`src/rtl/number_analyzer_pkg.sv`:
```
// rtl/number_analyzer_pkg.sv - shared types, widths and helpers for number_analyzer
package number_analyzer_pkg;

    localparam int DATA_W = 32;
    localparam int FIB_W  = 33;

    // Largest Fibonacci number representable in DATA_W bits (F47)
    localparam logic [DATA_W-1:0] MAX_FIB32 = 32'd2971215073;

    typedef enum logic [1:0] {
        ST_INIT    = 2'd0,
        ST_COMPUTE = 2'd1,
        ST_DONE    = 2'd2
    } fib_state_t;

    function automatic logic is_pal32(input logic [DATA_W-1:0] v);
        logic r;
        r = 1'b1;
        for (int i = 0; i < DATA_W/2; i++) begin
            if (v[i] != v[DATA_W-1-i]) begin
                r = 1'b0;
            end
        end
        return r;
    endfunction

endpackage

```
`src/rtl/fib_checker.sv`:
```
// rtl/fib_checker.sv - iterative Fibonacci membership test with completion flag
module fib_checker
    import number_analyzer_pkg::*;
(
    input  logic              clock,
    input  logic              reset,
    input  logic [DATA_W-1:0] a,
    output logic              o_fibo,
    output logic              done
);

    fib_state_t        r_state, w_state_n;
    logic [FIB_W-1:0]  r_f0, r_f1, w_f0_n, w_f1_n;
    logic [DATA_W-1:0] r_a_lat, w_a_lat_n;
    logic              r_done, r_fibo, w_done_n, w_fibo_n;
    logic [FIB_W-1:0]  w_a_ext;
    logic              w_a_changed;

    assign w_a_ext     = {1'b0, r_a_lat};
    assign w_a_changed = (a != r_a_lat);

    always_ff @(posedge clock) begin
        if (!reset) begin
            r_state <= ST_INIT;
            r_f0    <= '0;
            r_f1    <= FIB_W'(1);
            r_a_lat <= '0;
            r_done  <= 1'b0;
            r_fibo  <= 1'b0;
        end else begin
            r_state <= w_state_n;
            r_f0    <= w_f0_n;
            r_f1    <= w_f1_n;
            r_a_lat <= w_a_lat_n;
            r_done  <= w_done_n;
            r_fibo  <= w_fibo_n;
        end
    end

    always_comb begin
        w_state_n = r_state;
        w_f0_n    = r_f0;
        w_f1_n    = r_f1;
        w_a_lat_n = r_a_lat;
        w_done_n  = r_done;
        w_fibo_n  = r_fibo;
        case (r_state)
            ST_INIT: begin
                w_a_lat_n = a;
                w_f0_n    = '0;
                w_f1_n    = FIB_W'(1);
                w_done_n  = 1'b0;
                w_fibo_n  = 1'b0;
                w_state_n = ST_COMPUTE;
            end
            ST_COMPUTE: begin
                // An operand change wins over the compare so a stale result never completes
                if (w_a_changed) begin
                    w_done_n  = 1'b0;
                    w_fibo_n  = 1'b0;
                    w_state_n = ST_INIT;
                end else if (r_f0 == w_a_ext) begin
                    w_done_n  = 1'b1;
                    w_fibo_n  = 1'b1;
                    w_state_n = ST_DONE;
                end else if (r_f0 > w_a_ext) begin
                    w_done_n  = 1'b1;
                    w_fibo_n  = 1'b0;
                    w_state_n = ST_DONE;
                end else begin
                    w_f0_n = r_f1;
                    w_f1_n = r_f0 + r_f1;
                end
            end
            ST_DONE: begin
                if (w_a_changed) begin
                    w_done_n  = 1'b0;
                    w_fibo_n  = 1'b0;
                    w_state_n = ST_INIT;
                end
            end
            default: begin
                w_state_n = ST_INIT;
            end
        endcase
    end

    assign o_fibo = r_fibo;
    assign done   = r_done;

endmodule

```
`src/rtl/odd_check.sv`:
```
// rtl/odd_check.sv - combinational odd-value detector
module odd_check
    import number_analyzer_pkg::*;
(
    input  logic [DATA_W-1:0] a,
    output logic              o_odd
);

    assign o_odd = a[0];

endmodule

```
`src/rtl/palindrome_check.sv`:
```
// rtl/palindrome_check.sv - combinational 32-bit binary palindrome detector
module palindrome_check
    import number_analyzer_pkg::*;
(
    input  logic [DATA_W-1:0] a,
    output logic              o_pal
);

    assign o_pal = is_pal32(a);

endmodule

```
`src/rtl/number_analyzer.sv`:
```
// rtl/number_analyzer.sv - Fibonacci, palindrome and odd classification of a 32-bit word
module number_analyzer
    import number_analyzer_pkg::*;
(
    input  logic              clock,
    input  logic              reset,
    input  logic [DATA_W-1:0] a,
    output logic              o_fibo,
    output logic              o_pal,
    output logic              o_odd,
    output logic              done
);

    logic w_fibo, w_done, w_pal, w_odd;

    fib_checker u_fib_checker (
        .clock  (clock),
        .reset  (reset),
        .a      (a),
        .o_fibo (w_fibo),
        .done   (w_done)
    );

    palindrome_check u_palindrome_check (
        .a     (a),
        .o_pal (w_pal)
    );

    odd_check u_odd_check (
        .a     (a),
        .o_odd (w_odd)
    );

    assign o_fibo = w_fibo;
    assign done   = w_done;
    assign o_pal  = w_pal;
    assign o_odd  = w_odd;

endmodule

```
`config.mk`:
```
export PLATFORM = sky130hd
export DESIGN_NAME = number_analyzer
export DESIGN_NICKNAME = d
export VERILOG_FILES = /design/src/rtl/number_analyzer_pkg.sv /design/src/rtl/fib_checker.sv /design/src/rtl/odd_check.sv /design/src/rtl/palindrome_check.sv /design/src/rtl/number_analyzer.sv
export SDC_FILE = /design/constraint.sdc
export NUM_CORES = 1
export LEC_CHECK = 0
export ABC_CLOCK_PERIOD_IN_PS = 7400
export CAP_MARGIN = 20
export CELL_PAD_IN_SITES_DETAIL_PLACEMENT = 1
export CELL_PAD_IN_SITES_GLOBAL_PLACEMENT = 2
export CORE_MARGIN = 2
export CORE_UTILIZATION = 39
export DETAILED_ROUTE_END_ITERATION = 10
export PLACE_DENSITY_LB_ADDON = 0.05
export SLEW_MARGIN = 20
export SYNTH_ARGS = -nofsm -noshare
export SYNTH_HDL_FRONTEND = slang
export SYNTH_SLANG_ARGS = --single-unit
```
`constraint.sdc`:
```
create_clock -name clock -period 7.4 [get_ports clock]
set_input_delay 1.11 -clock clock [delete_from_list [all_inputs] [get_ports clock]]
set_output_delay 1.11 -clock clock [all_outputs]
set_load 0.05 [all_outputs]
```
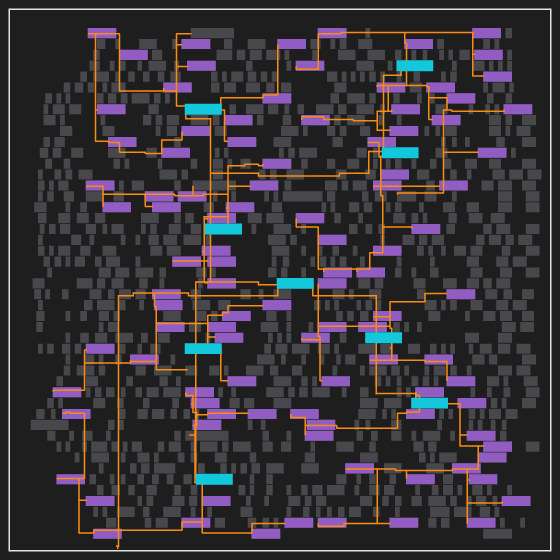
Figure 1: clock wires, drivers and flops.
legend:
  purple:
    item: flip-flops
    count: 102
  cyan:
    item: clock drivers
    count: 9
  orange:
    item: clock wires
    length: 1,540 um
routed clock nets: 10

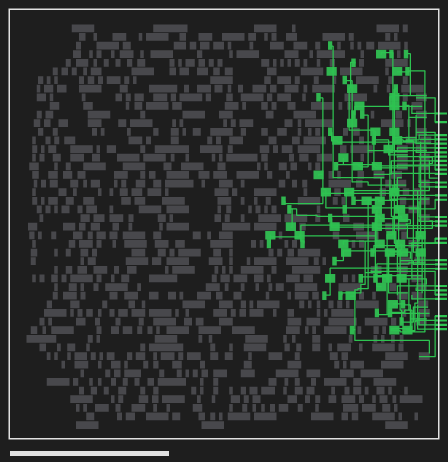
Figure 2: wires at chosen ports, followed through buffers.
Bar = 50 um.
legend:
  green:
    port: a
    direction: input
    end_cells: 80
    buffers: 33
    wire: 1,990 um

==> deck_impl_summary.md <==
Physical Implementation Snapshot

GRT
  • Pin count of the biggest net entering global routing: ~76
  • GRT overflow: 0
  • Global-route wire length before repair: between 30,000 and 40,000 um

Run status
  • Status: complete, no violations

CTS
  • H-tree level count: 3
  • Clk buf depth: 2
  • Clock root buffer: clkbuf_16
  • Resized Gates After CTS: 0

Layout
  • Clock buf/inv share: around 4.7%
  • Finished Layout Cells: 1,090
  • Non-clock inverter count in the final layout: around 54
  • Top flop regs: u_fib_checker.r_f0 (33), u_fib_checker.r_f1 (33), u_fib_checker.r_a_lat (32)
  • Share of post-route cells with drive strength above 1: under 10%

Routing
  • DRC errors left: 0
  • Avg WL per Cell: about 20 um
  • DR WL met3: 830 um
  • Met1 wire length: 10,600 um
  • Final WL: approximately 21,000 um

Floorplan
  • Vert. Die Dim: ~130 um
  • Core area: roughly 17,000 um2
  • Top Ports: 38
  • Tapcell count: approximately 220

Power
  • Net switching power: ~0.33 mW
  • Sw Ratio: 25.90%
  • Total power: approximately 1.3 mW
  • Comb power frac: 10.7%
  • Cell Pwr Density: around 170 nW/um2

Job
  • OpenROAD warning count: 26
  • Max Cap Violations: 0

Logic synthesis
  • Post-Syn Nets: about 950
  • Top area contributor share: ~31%
  • Commonest flop: dfxtp_1
  • Synth Instances: between 800 and 900
  • Top area cell types: dfxtp_1 (31%), ha_1 (12%), a21oi_1 (7.3%)
  • Top post-synthesis cells by count: nand2_1 (104), dfxtp_1 (102), a21oi_1 (98), nor2_1 (78), ha_1 (64)
  • Area share of fa/ha/maj cells after synthesis: 12.42%

Worst setup path
  • Setup crit end kind: output pin
  • Slowest CP cell: clkdlybuf4s50_1
  • Worst Path Buf+Inv: 2
  • Worst setup endpoint: o_pal

Hold path
  • Hold EP: u_fib_checker.r_f1[6]

STA
  • Setup TNS: 0 ns
  • Setup ws final: 3.082 ns

Place
  • Placed inst area: 7218 um2
  • Routability cong.: around 0.84
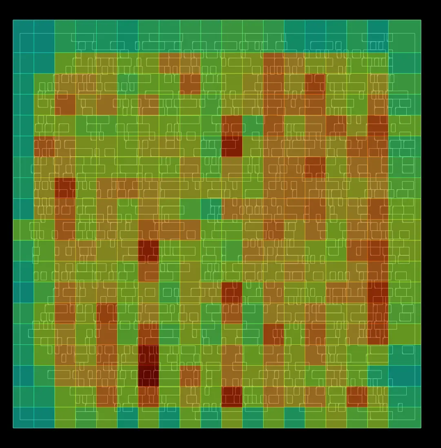
Figure 3: routing congestion.
met2 GRT Util: 39.65%
met1 GRT Util: 33.32%
post-layout util: 45.35%
busiest grt layer: met2

Power and IR drop assume default switching activity.
